$ cat src/rtl/isq_pkg.sv
// Shared types for the interrupt sequencer: FSM state encoding, injected
// micro-op codes and a small state-decode helper.
package isq_pkg;

  localparam int ISQ_OP_W        = 3;
  localparam int ISQ_SYNC_STAGES = 2;

  typedef enum logic [2:0] {
    IDLE       = 3'd0,
    PUSH_PC_HI = 3'd1,
    PUSH_PC_LO = 3'd2,
    PUSH_FLG   = 3'd3,
    VEC_HI     = 3'd4,
    VEC_LO     = 3'd5,
    JUMP       = 3'd6
  } isq_state_t;

  typedef enum logic [ISQ_OP_W-1:0] {
    OP_NONE = 3'd0,
    OP_PUSH = 3'd1,
    OP_VEC  = 3'd2
  } isq_op_t;

  // States in which decode consumes an injected micro-op instead of fetch.
  function automatic logic isq_injects(input isq_state_t s);
    return (s == PUSH_PC_HI) || (s == PUSH_PC_LO) || (s == PUSH_FLG) || (s == VEC_HI);
  endfunction

endpackage

$ cat src/rtl/isq_if.sv
// Bundle of everything the interrupt sequencer exchanges with the pipeline,
// hazard unit and data memory. The sequencer is the master side.
interface isq_if #(
  parameter int PC_W   = 32,
  parameter int DATA_W = 16,
  parameter int FLAG_W = 3
) ();

  logic              i_int;
  logic              i_stall_interrupt;
  logic              i_stall;
  logic [PC_W-1:0]   i_pc;
  logic [FLAG_W-1:0] i_flags;
  logic [DATA_W-1:0] i_mem_rdata;

  logic              o_interrupt_call;
  logic              o_busy;
  logic              o_inject_valid;
  logic [2:0]        o_inject_op;
  logic [DATA_W-1:0] o_push_data;
  logic              o_mem_rd;
  logic [PC_W-1:0]   o_mem_addr;
  logic              o_redirect;
  logic [PC_W-1:0]   o_target;

  modport master (
    input  i_int, i_stall_interrupt, i_stall, i_pc, i_flags, i_mem_rdata,
    output o_interrupt_call, o_busy, o_inject_valid, o_inject_op, o_push_data,
           o_mem_rd, o_mem_addr, o_redirect, o_target
  );

  modport slave (
    output i_int, i_stall_interrupt, i_stall, i_pc, i_flags, i_mem_rdata,
    input  o_interrupt_call, o_busy, o_inject_valid, o_inject_op, o_push_data,
           o_mem_rd, o_mem_addr, o_redirect, o_target
  );

endinterface

$ cat src/rtl/isq_edge_sync.sv
// Rising-edge detector for the interrupt request line.
// Build option ISQ_SYNC_EN: when defined, the request first passes a
// two-flop synchronizer (adds two cycles of latency); when undefined the
// request is assumed synchronous and is edge-detected directly.
module isq_edge_sync
  import isq_pkg::*;
(
  input  logic clk,
  input  logic rst,
  input  logic din,
  output logic rise
);

  logic sampled;
  logic prev_reg;

`ifdef ISQ_SYNC_EN
  logic [ISQ_SYNC_STAGES-1:0] sync_reg;

  // Shift the asynchronous request through the synchronizer chain.
  always_ff @(posedge clk) begin
    if (rst) begin
      sync_reg <= '0;
    end else begin
      sync_reg <= {sync_reg[ISQ_SYNC_STAGES-2:0], din};
    end
  end

  assign sampled = sync_reg[ISQ_SYNC_STAGES-1];
`else
  assign sampled = din;
`endif

  // Remember last cycle's level so a held-high request yields one event.
  always_ff @(posedge clk) begin
    if (rst) begin
      prev_reg <= 1'b0;
    end else begin
      prev_reg <= sampled;
    end
  end

  assign rise = sampled & ~prev_reg;

endmodule

$ cat src/rtl/interrupt_sequencer.sv
// Initiator side of the hazard unit's interrupt handshake. Latches an
// interrupt event, waits for the hazard unit to clear, then injects
// PUSH pc_hi, PUSH pc_lo, PUSH flags, vector fetch, and ends with a
// redirect that the pipeline treats as a taken branch.
// Build option ISQ_SYNC_EN (see isq_edge_sync) adds a request synchronizer.
module interrupt_sequencer
  import isq_pkg::*;
#(
  parameter int              PC_W     = 32,  // must equal 2*DATA_W
  parameter int              DATA_W   = 16,
  parameter int              FLAG_W   = 3,
  parameter logic [PC_W-1:0] VEC_ADDR = '0
) (
  input  logic  i_clk,
  input  logic  i_rst,
  isq_if.master bus
);

  // Low half of the vector lives one word above; wraps modulo 2^PC_W.
  localparam logic [PC_W-1:0] VEC_ADDR_LO = VEC_ADDR + PC_W'(1);

  isq_state_t        state_reg, state_next;
  logic              pending_reg;
  logic [PC_W-1:0]   saved_pc_reg;
  logic [FLAG_W-1:0] saved_flags_reg;
  logic [DATA_W-1:0] vec_hi_reg;
  logic [DATA_W-1:0] vec_lo_reg;
  logic              held_reg;

  logic              int_rise;
  logic              start;
  logic [DATA_W-1:0] vec_lo_now;

  logic              call;
  logic              busy;
  logic              inject_valid;
  isq_op_t           inject_op;
  logic [DATA_W-1:0] push_data;
  logic              mem_rd;
  logic [PC_W-1:0]   mem_addr;
  logic              redirect;
  logic [PC_W-1:0]   target;

  isq_edge_sync u_edge_sync (
    .clk  (i_clk),
    .rst  (i_rst),
    .din  (bus.i_int),
    .rise (int_rise)
  );

  // A stalled cycle repeats the current state; the data-memory read of the
  // previous state already returned, so vector halves are only latched on
  // the first cycle spent in VEC_LO / JUMP, and JUMP falls back to the
  // registered low half once rdata may have moved on.
  assign vec_lo_now = held_reg ? vec_lo_reg : bus.i_mem_rdata;

  // Next-state and output decode for the injection sequence.
  always_comb begin
    state_next = state_reg;
    start      = 1'b0;
    call       = 1'b0;
    inject_op  = OP_NONE;
    push_data  = '0;
    mem_rd     = 1'b0;
    mem_addr   = '0;
    redirect   = 1'b0;
    target     = '0;

    case (state_reg)
      IDLE: begin
        call = pending_reg;
        if (pending_reg && !bus.i_stall_interrupt) begin
          start      = 1'b1;
          state_next = PUSH_PC_HI;
        end
      end
      PUSH_PC_HI: begin
        inject_op  = OP_PUSH;
        push_data  = saved_pc_reg[PC_W-1:DATA_W];
        state_next = PUSH_PC_LO;
      end
      PUSH_PC_LO: begin
        inject_op  = OP_PUSH;
        push_data  = saved_pc_reg[DATA_W-1:0];
        state_next = PUSH_FLG;
      end
      PUSH_FLG: begin
        inject_op  = OP_PUSH;
        push_data  = DATA_W'(saved_flags_reg);
        state_next = VEC_HI;
      end
      VEC_HI: begin
        inject_op  = OP_VEC;
        mem_rd     = 1'b1;
        mem_addr   = VEC_ADDR;
        state_next = VEC_LO;
      end
      VEC_LO: begin
        mem_rd     = 1'b1;
        mem_addr   = VEC_ADDR_LO;
        state_next = JUMP;
      end
      JUMP: begin
        redirect   = 1'b1;
        target     = {vec_hi_reg, vec_lo_now};
        state_next = IDLE;
      end
      default: begin
        state_next = IDLE;
      end
    endcase

    // A pipeline stall freezes the sequence; outputs simply hold.
    if (bus.i_stall) begin
      state_next = state_reg;
      start      = 1'b0;
    end
  end

  assign busy         = (state_reg != IDLE);
  assign inject_valid = isq_injects(state_reg);

  // Sequence state register.
  always_ff @(posedge i_clk) begin
    if (i_rst) begin
      state_reg <= IDLE;
    end else begin
      state_reg <= state_next;
    end
  end

  // One-deep pending flag: set by an edge, cleared when the sequence starts.
  always_ff @(posedge i_clk) begin
    if (i_rst) begin
      pending_reg <= 1'b0;
    end else if (start) begin
      pending_reg <= 1'b0;
    end else if (int_rise) begin
      pending_reg <= 1'b1;
    end
  end

  // Return context captured on the cycle the sequence is launched.
  always_ff @(posedge i_clk) begin
    if (i_rst) begin
      saved_pc_reg    <= '0;
      saved_flags_reg <= '0;
    end else if (start) begin
      saved_pc_reg    <= bus.i_pc;
      saved_flags_reg <= bus.i_flags;
    end
  end

  // Tracks whether the current cycle repeats a stalled one.
  always_ff @(posedge i_clk) begin
    if (i_rst) begin
      held_reg <= 1'b0;
    end else begin
      held_reg <= bus.i_stall;
    end
  end

  // Vector halves arrive one cycle after their read strobe.
  always_ff @(posedge i_clk) begin
    if (i_rst) begin
      vec_hi_reg <= '0;
      vec_lo_reg <= '0;
    end else begin
      if (state_reg == VEC_LO && !held_reg) begin
        vec_hi_reg <= bus.i_mem_rdata;
      end
      if (state_reg == JUMP && !held_reg) begin
        vec_lo_reg <= bus.i_mem_rdata;
      end
    end
  end

  assign bus.o_interrupt_call = call;
  assign bus.o_busy           = busy;
  assign bus.o_inject_valid   = inject_valid;
  assign bus.o_inject_op      = inject_op;
  assign bus.o_push_data      = push_data;
  assign bus.o_mem_rd         = mem_rd;
  assign bus.o_mem_addr       = mem_addr;
  assign bus.o_redirect       = redirect;
  assign bus.o_target         = target;

endmodule

$ cat src/flat_wrapper.sv
// flat-port wrapper written by rule: the top's interface ports become plain ports
module interrupt_sequencer_flat import isq_pkg::*;
#(
  parameter int              PC_W     = 32,                        
  parameter int              DATA_W   = 16,
  parameter int              FLAG_W   = 3,
  parameter logic [PC_W-1:0] VEC_ADDR = '0
)
  (i_clk, i_rst, bus_i_int, bus_i_stall_interrupt, bus_i_stall, bus_i_pc, bus_i_flags, bus_i_mem_rdata, bus_o_interrupt_call, bus_o_busy, bus_o_inject_valid, bus_o_inject_op, bus_o_push_data, bus_o_mem_rd, bus_o_mem_addr, bus_o_redirect, bus_o_target);
  isq_if #(.PC_W(PC_W), .DATA_W(DATA_W), .FLAG_W(FLAG_W)) bus_i ();
  input  logic i_clk;
  input  logic i_rst;
  input wire logic [$bits(bus_i.i_int)-1:0] bus_i_int;
  input wire logic [$bits(bus_i.i_stall_interrupt)-1:0] bus_i_stall_interrupt;
  input wire logic [$bits(bus_i.i_stall)-1:0] bus_i_stall;
  input wire logic [$bits(bus_i.i_pc)-1:0] bus_i_pc;
  input wire logic [$bits(bus_i.i_flags)-1:0] bus_i_flags;
  input wire logic [$bits(bus_i.i_mem_rdata)-1:0] bus_i_mem_rdata;
  output wire logic [$bits(bus_i.o_interrupt_call)-1:0] bus_o_interrupt_call;
  output wire logic [$bits(bus_i.o_busy)-1:0] bus_o_busy;
  output wire logic [$bits(bus_i.o_inject_valid)-1:0] bus_o_inject_valid;
  output wire logic [$bits(bus_i.o_inject_op)-1:0] bus_o_inject_op;
  output wire logic [$bits(bus_i.o_push_data)-1:0] bus_o_push_data;
  output wire logic [$bits(bus_i.o_mem_rd)-1:0] bus_o_mem_rd;
  output wire logic [$bits(bus_i.o_mem_addr)-1:0] bus_o_mem_addr;
  output wire logic [$bits(bus_i.o_redirect)-1:0] bus_o_redirect;
  output wire logic [$bits(bus_i.o_target)-1:0] bus_o_target;
  assign bus_i.i_int = bus_i_int;
  assign bus_i.i_stall_interrupt = bus_i_stall_interrupt;
  assign bus_i.i_stall = bus_i_stall;
  assign bus_i.i_pc = bus_i_pc;
  assign bus_i.i_flags = bus_i_flags;
  assign bus_i.i_mem_rdata = bus_i_mem_rdata;
  assign bus_o_interrupt_call = bus_i.o_interrupt_call;
  assign bus_o_busy = bus_i.o_busy;
  assign bus_o_inject_valid = bus_i.o_inject_valid;
  assign bus_o_inject_op = bus_i.o_inject_op;
  assign bus_o_push_data = bus_i.o_push_data;
  assign bus_o_mem_rd = bus_i.o_mem_rd;
  assign bus_o_mem_addr = bus_i.o_mem_addr;
  assign bus_o_redirect = bus_i.o_redirect;
  assign bus_o_target = bus_i.o_target;
  interrupt_sequencer #(.PC_W(PC_W), .DATA_W(DATA_W), .FLAG_W(FLAG_W), .VEC_ADDR(VEC_ADDR)) u_core (.i_clk(i_clk), .i_rst(i_rst), .bus(bus_i));
endmodule
$ cat config.mk
export PLATFORM = sky130hd
export DESIGN_NAME = interrupt_sequencer_flat
export DESIGN_NICKNAME = d
export VERILOG_FILES = /design/src/rtl/isq_pkg.sv /design/src/rtl/isq_if.sv /design/src/rtl/isq_edge_sync.sv /design/src/rtl/interrupt_sequencer.sv /design/src/flat_wrapper.sv
export SDC_FILE = /design/constraint.sdc
export NUM_CORES = 1
export LEC_CHECK = 0
export CORE_MARGIN = 2
export CORE_UTILIZATION = 46
export DETAILED_ROUTE_END_ITERATION = 10
export HOLD_SLACK_MARGIN = 0.03
export PLACE_DENSITY = 0.84
export REMOVE_ABC_BUFFERS = 1
export SLEW_MARGIN = 10
export SYNTH_ARGS = -nofsm -noshare
export SYNTH_HDL_FRONTEND = slang
export SYNTH_SLANG_ARGS = --single-unit
$ cat constraint.sdc
create_clock -name i_clk -period 4.17 [get_ports i_clk]
set_input_delay 0.834 -clock i_clk [delete_from_list [all_inputs] [get_ports i_clk]]
set_output_delay 0.834 -clock i_clk [all_outputs]
set_load 0.01 [all_outputs]
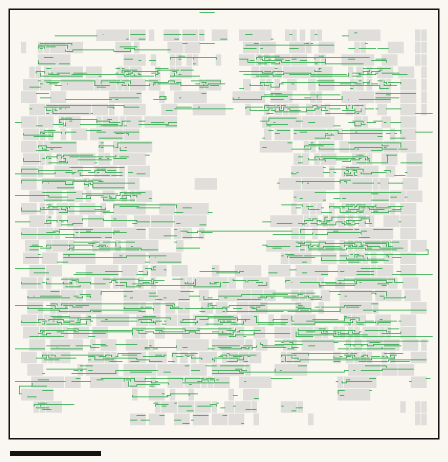
Run 1: the metal 1 layer
Scale bar: 20 µm.
nets with wire on the layer: 502
share of all routed wire: 42%
main direction: horizontal
wire length on this layer: 3680 µm

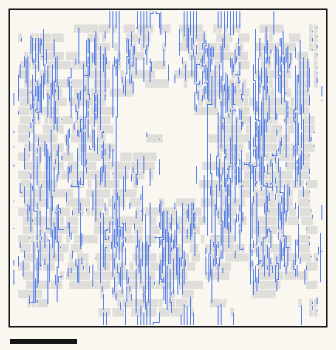
Run 1: the metal 2 layer
Scale bar: 20 µm.
share of all routed wire: 47%
wire length on this layer: 4070 µm
met2 Usage GRT: 32.7%
Post-Route WL: 8.70 mm
routed vias: 3233

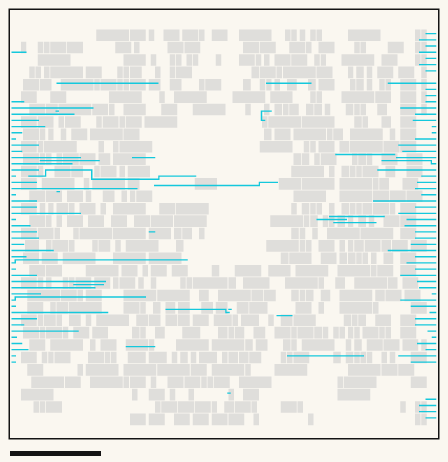
Run 1: M3 wires
Scale bar: 20 µm.
main direction: horizontal
longest straight run: 37.7 µm

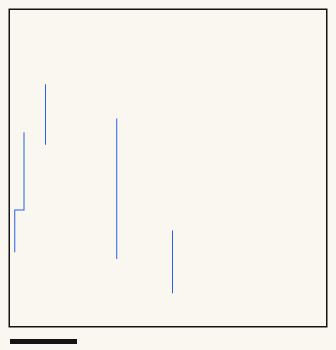
Run 1: metal 4
Scale bar: 20 µm.
longest straight run: 41.5 µm
nets with wire on the layer: 4
wire length on this layer: 116 µm

==> impl_metrics.env, run 1 <==
# physical design summary
export IMPL_hold_path_class="register to register"
export IMPL_insertion_delay_ns=0.34
export IMPL_synth_area_top_cells="dfxtp_1 (39%), nand2_1 (14%), mux2i_1 (14%)"
export IMPL_final_cells=666
export IMPL_wl_per_cell_um=13.1
export IMPL_top_cell="nand2_1"
export IMPL_dpl_hpwl_mm=6.04
export IMPL_rsz0062_at_grt="false"
export IMPL_setup_violations=0
export IMPL_ys_ff=73
export IMPL_wl_met1_mm=3.68
export IMPL_cts_buffers=9
export IMPL_rows=32
export IMPL_worst_path_stages=5
export IMPL_place_congestion=0.795
export IMPL_fin_worst_skew_ns=0.0149
export IMPL_async_reset_ff_share_pct=0
export IMPL_ys_chip_area_um2=3720
export IMPL_worstRegToRegCells=5
export IMPL_dr_wl_met3_um=837
export IMPL_total_power_mw=1.39
export IMPL_worstPathMaxFanout=14
export IMPL_final_cell_mix="nand2_1 (137), clkdlybuf4s50_1 (111), dfxtp_1 (73), mux2i_1 (51), a21oi_1 (38)"
export IMPL_drt_first_iter_violations=129
export IMPL_swShare_pct=24.1
export IMPL_r2r_start="u_core.state_reg[2]"
export IMPL_ioPinCount=144
export IMPL_track_usage_pct=20.3
export IMPL_diodes=0
export IMPL_seq_power_share_pct=51.6
export IMPL_fin_setup_tns_ns=0
export IMPL_top_layer="met4"
export IMPL_yosysTopAreaCell="dfxtp_1"
export IMPL_cpPeakStageDelay_ns=0.82
export IMPL_leakage_nw=1.78
export IMPL_tritoncts="built"
export IMPL_cp_required_ns=3.34
export IMPL_die_x_um=93.9
export IMPL_fp_util_pct=47.9
export IMPL_synthTopCellsByCount="nand2_1 (137), dfxtp_1 (73), mux2i_1 (51)"
export IMPL_drcViolationCount=0
export IMPL_grt_max_degree=72
export IMPL_p_int_mw=1.06
export IMPL_slew_viol_final=0
export IMPL_openroad_warnings=25
export IMPL_clock_sinks=73
export IMPL_p_comb_share_pct=12.0
export IMPL_status="complete, no violations"
export IMPL_pwr_group_clock_mw=0.507
export IMPL_hold_end="u_core.vec_hi_reg[15]"
export IMPL_startpoint="u_core.state_reg[0]"
export IMPL_crit_family="simple AND/OR/NAND/NOR gates"
export IMPL_cts_resized=0
export IMPL_fin_crit_ns=3.42
export IMPL_first_global_vias=3116
export IMPL_whs_ns=0.452
export IMPL_final_net_count=616
export IMPL_cts_root_buf="clkbuf_8"
export IMPL_path_buffers=2
export IMPL_die_area_um2=8820
export IMPL_largest_reg_flops=32
export IMPL_fin_crit_sh_pct=82.1
export IMPL_grt_util_met3_pct=6.26
[run 1: logic make-up (layout without fill, tap and decap cells)]
logic type	Yosys count	in the layout	share of synthesized area (%)
other	1	32	0.101
buffers and inverters	72	141	12.6
and+or+nand+nor	209	209	24.7
xor gates and xnor gates	1	1	0.235
AOI/OAI and AO/OA	54	54	8.44
muxes	54	54	14.6
DFF	73	73	39.3
[run 1: cell type report]
cell class / count / area share (%)
Inverter: 5 / 0.382
Timing Repair Buffer: 121 / 24.4
Clock buffer: 13 / 3.44
Multi-Input combinational cell: 350 / 39.1
Tap cell: 102 / 2.60
Clock inverter: 2 / 0.255
Sequential cell: 73 / 29.8
--- run 2 (diff from run 1) ---
- CORE_UTILIZATION: 46 -> 40
- PLACE_DENSITY: 0.84 -> 0.77
- clock period: 4.17 -> 3.1 ns (I/O delays scaled with it)
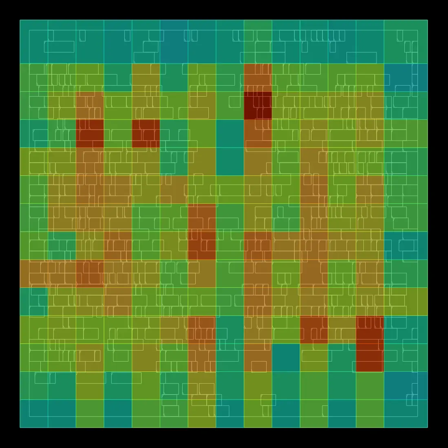
Run 2: track usage over the die
Avg WL per Cell: 13.3 µm
utilization after layout: 53.8%
All-Layer GR Usage: 18.2%
M3 GR Usage: 5.71%
gr busiest metal: met2

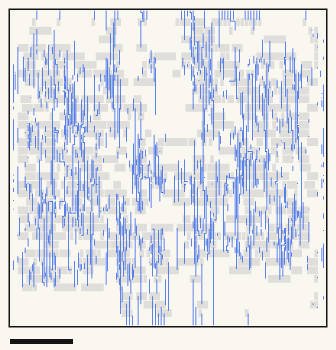
Run 2: the metal 2 layer
Scale bar: 20 µm.
routed vias: 3267
Post-Route WL: 9.01 mm
met2 Usage GRT: 28.4%

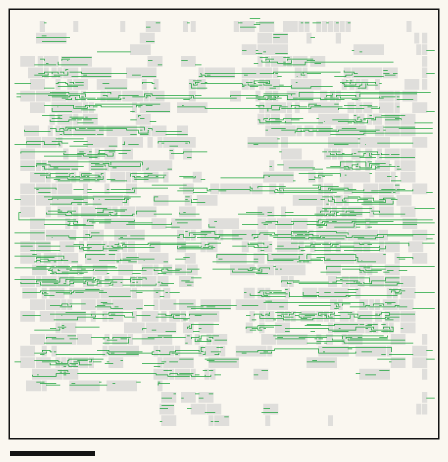
Run 2: the metal 1 layer
Scale bar: 20 µm.
nets with wire on the layer: 527
share of all routed wire: 46%
main direction: horizontal
longest straight run: 30.8 µm
wire length on this layer: 4180 µm
met1 usage: 23.6%

==> run 2 against run 1 <==
Via count grew 1.1%. Clock skew shrank 0.0087 ns. Synthesized cell count stayed put. Clock power increased by 26%. Worst hold slack better by 0.0012 ns. Flip-flop count did not move. Non-clock buffer count up 2. Design area decreased by 0.10%. Power up 32%. Wire length up 3.6%. Sequential power increased by 35%. Critical endpoint is now bus_o_push_data[5]. Largest power group unchanged. Highest routed layer unchanged.
==> impl_metrics.env, run 2 <==
# physical design summary
export IMPL_status="complete, no violations"
export IMPL_dpl_hpwl_mm=6.29
export IMPL_r2r_start="u_core.state_reg[1]"
export IMPL_die_x_um=100
export IMPL_setup_violations=0
export IMPL_top_cell="nand2_1"
export IMPL_yosysTopAreaCell="dfxtp_1"
export IMPL_startpoint="u_core.state_reg[0]"
export IMPL_fin_crit_sh_pct=92.3
export IMPL_hold_end="u_core.vec_lo_reg[0]"
export IMPL_htreeDepth=3
export IMPL_cp_required_ns=2.48
export IMPL_tritoncts="built"
export IMPL_largest_reg_flops=32
export IMPL_grt_max_degree=72
export IMPL_nFlopsAndLatches=73
export IMPL_fin_area_um2=4900
export IMPL_hold_path_class="register to register"
export IMPL_leakage_nw=1.78
export IMPL_first_global_vias=3118
export IMPL_vias_per_cell=4.83
export IMPL_ioPinCount=144
export IMPL_openroad_warnings=25
export IMPL_seq_share_pct=29.8
export IMPL_total_power_mw=1.83
export IMPL_final_cells=677
export IMPL_inverters=5
export IMPL_crit_family="buffers and inverters"
export IMPL_num_nonclk_buffers=123
export IMPL_worstPathMaxFanout=13
export IMPL_insertion_delay_ns=0.34
export IMPL_rows=35
export IMPL_num_tap_cells=111
export IMPL_async_reset_ff_share_pct=0
export IMPL_dr_pass1_iters=5
export IMPL_whs_ns=0.454
export IMPL_die_area_um2=10100
export IMPL_fin_worst_skew_ns=0.00622
export IMPL_final_net_count=618
export IMPL_drt_first_iter_violations=92
export IMPL_diodes=0
export IMPL_fin_crit_ns=2.86
export IMPL_nClkBuffers=12
export IMPL_fin_setup_tns_ns=0
export IMPL_clock_sinks=73
export IMPL_synth_area_top_cells="dfxtp_1 (39%), nand2_1 (14%), mux2i_1 (14%)"
export IMPL_max_slew_margin_pct=51.8
export IMPL_path_buffers=3
export IMPL_fp_util_pct=40.8
export IMPL_rsz0062_at_grt="false"
export IMPL_ys_ff=73
export IMPL_cts_resized=0
export IMPL_nonClkBufAreaFrac_pct=24.5
export IMPL_place_congestion=0.799
export IMPL_synthTopCellsByCount="nand2_1 (137), dfxtp_1 (73), mux2i_1 (51)"
export IMPL_worstRegToRegCells=4
export IMPL_grt_pass1_wl_mm=14.6
export IMPL_cts_root_buf="clkbuf_8"
export IMPL_dr_wl_met3_um=757
export IMPL_grt_overflow=0
export IMPL_cpPeakStageDelay_ns=0.56
export IMPL_final_cell_mix="nand2_1 (137), clkdlybuf4s50_1 (111), dfxtp_1 (73), mux2i_1 (51), a21oi_1 (38)"
export IMPL_slew_viol_final=0
export IMPL_dominant_cells="combinational gates"
export IMPL_drcViolationCount=0
## run 2: netlist changes by cell type in the layout (fill, tap and decap cells not counted)
cell      delta
buf_4        +3
buf_12       -1
clkbuf_8     -2
clkinv_2     +1
clkbuf_1     +1
## run 2: logic make-up (layout without fill, tap and decap cells)
family,Yosys count,after routing,synth area share (%)
XOR/XNOR,1,1,0.235
buffers and inverters,72,143,12.6
multiplexers,54,54,14.6
other,1,32,0.101
flip-flops,73,73,39.3
AND/OR/NAND/NOR,209,209,24.7
AND-OR/OR-AND,54,54,8.44
## run 2: power by group
part | internal, mW | leakage (nW) | total [mW] | switching [mW]
clock | 0.306 | 0.0822 | 0.640 | 0.333
combinational | 0.115 | 1.11 | 0.224 | 0.109
sequential | 0.953 | 0.590 | 0.965 | 0.0118
total | 1.37 | 1.78 | 1.83 | 0.454
Power is estimated from default activity; no workload was simulated.
